**Clock network drawn from the DEF**

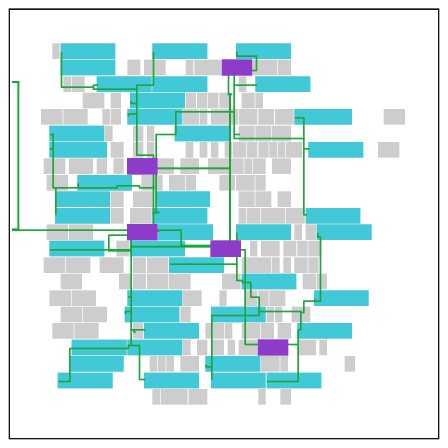
**Pin map**

Pins as bars across the die edge, other pins in grey.
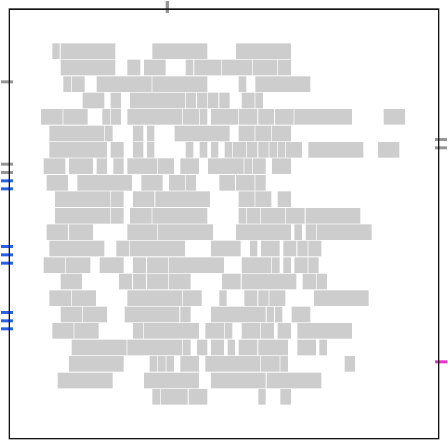
**Port wiring**

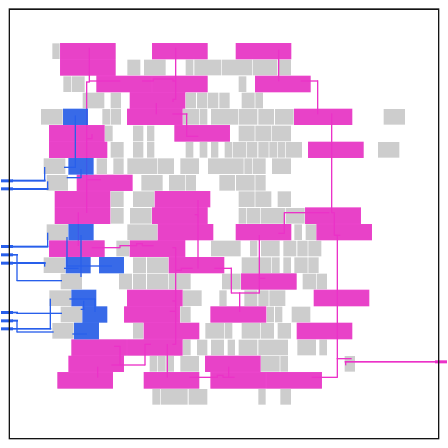
==> config.mk <==
export PLATFORM = sky130hd
export DESIGN_NAME = uart_tx_param
export DESIGN_NICKNAME = d
export VERILOG_FILES = /design/src/rtl/uart_tx_param.sv
export SDC_FILE = /design/constraint.sdc
export NUM_CORES = 1
export LEC_CHECK = 0
export ABC_CLOCK_PERIOD_IN_PS = 2600
export CAP_MARGIN = 10
export CORE_MARGIN = 5
export CORE_UTILIZATION = 51
export DETAILED_ROUTE_END_ITERATION = 7
export PLACE_DENSITY = 0.74
export SYNTH_ARGS = -nofsm -noshare
export SYNTH_HDL_FRONTEND = slang
export SYNTH_SLANG_ARGS = --single-unit
==> constraint.sdc <==
create_clock -name clk -period 2.6 [get_ports clk]
set_input_delay 0.52 -clock clk [delete_from_list [all_inputs] [get_ports clk]]
set_output_delay 0.52 -clock clk [all_outputs]
set_load 0.05 [all_outputs]
==> commit_impl_results.txt <==
Add synthesis and place-and-route results

- The final report gives the standard cell area, fillers excluded, as about 2200 um2.
* Antenna diode count: 0
- For this run, global-route usage on met2 was measured as between 20% and 30%.
* Total number of tap cells: 48
* Average vias per placed instance: around 5.5
- Total Nets Final: 204
* Clock tree sinks: a little over 40
* Worst-case hold slack: 330 ps
- Counting pins that exceed their max-slew limit in the final report gives 0.
* Vias in the first global route: between 1000 and 1500
* Highest routed layer: met4
- Antenna violations before repair: 0
* Multi-input gate share of total cell area: a little under two fifths
- The number of multi-input combinational cells in the layout is 120.
* Tmin final: 2450 ps
- Filler instances: between 200 and 300
- Overall via count from detail_route: between 1000 and 1500
- Top cell area share: ~52%
- The completed layout was analyzed and its total power is roughly 1.9 mW.
* Result of the run: completed
- Layout clock buffer count: 5
* Core occupancy in the finished layout: 60.0%
- Switching component of the power: approximately 630 uW
* Dominant combinational family: simple AND/OR/NAND/NOR gates
- Count of warnings emitted by yosys: 0
* Final worst-path cycle share: 94.3%
- Summing all flip-flop and latch instances after layout gives 1030 um2.
* Worst Clk Skew: ~6.9 ps
- Maximum ir drop on the vdd rail: 0.000552 V
* Most frequent cells in the layout: 39 x sky130_fd_sc_hd__dfrtp_1, 15 x sky130_fd_sc_hd__nand2_1, 15 x sky130_fd_sc_hd__nor2_1
* Number of sequential cells in the layout: around 41
- Summing the areas of all fa, ha and maj instances in the mapped netlist gives about 2.0% of the synthesized area.
- After clock tree synthesis, the repair step resized 0 gates.
- Routed length on met3: roughly 160 um
- In the post-route analysis, the smallest setup slack over all paths is 149 ps.
- Entering global routing, the biggest net connects 42 pins.
- Clk slew on worst S/H paths: roughly 80 ps
- STA classifies the critical path endpoint as a flip-flop.
- Worst slack, placed: roughly 170 ps
- The synthesis stat section lists a flop and latch total of a little over 40.
* Num CTS Buffers: 5
Notes on 'clock network drawn from the DEF' above:
legend:
  purple:
    item: cells driving clock nets
    count: 5
  green:
    item: clock wires
    length: 492 um
  cyan:
    item: flip-flops
    count: 41
routed clock nets: 6
clock network power: 407 uW
clock group share of total power: 21.4%
Worst-Skew Late Latency: 290 ps

Notes on 'pin map' above:
legend:
  blue:
    port: i_data
    pins: 8
    direction: input
    edge: left
  magenta:
    port: i_reset_n
    pins: 1
    direction: input
    edge: right
horizontal die dimension: 70.7 um
number of I/O port buffers: 14

Notes on 'port wiring' above:
legend:
  magenta:
    port: i_reset_n
    direction: input
    end_cells: 41
    buffers: 1
    wire: 260 um
  blue:
    port: i_data
    direction: input
    end_cells: 8
    buffers: 8
    wire: 114 um
Ports: 15

==> critical path, stage by stage (launching register included) <==
cell                       delay [ps]
sky130_fd_sc_hd__dfrtp_1          450
sky130_fd_sc_hd__or4b_4           540
sky130_fd_sc_hd__or4_4            590
sky130_fd_sc_hd__or4_1            440
sky130_fd_sc_hd__buf_4            170
sky130_fd_sc_hd__nand4_1           80
sky130_fd_sc_hd__o311ai_1          90
==> power by group through the flow <==
| stage | combinational [mW] | sequential [mW] | clock (mW) |
|---|---|---|---|
| finish | 0.547 | 0.947 | 0.407 |
| global route | 0.602 | 0.966 | 0.441 |
| CTS | 0.554 | 0.947 | 0.415 |
| detailed placement | 0.551 | 0.958 | 0 |
| global placement | 0.532 | 0.945 | 0 |
| floorplan | 0.327 | 1.00 | 0 |
Power figures rest on the tool's default switching activity, not on a simulated workload.
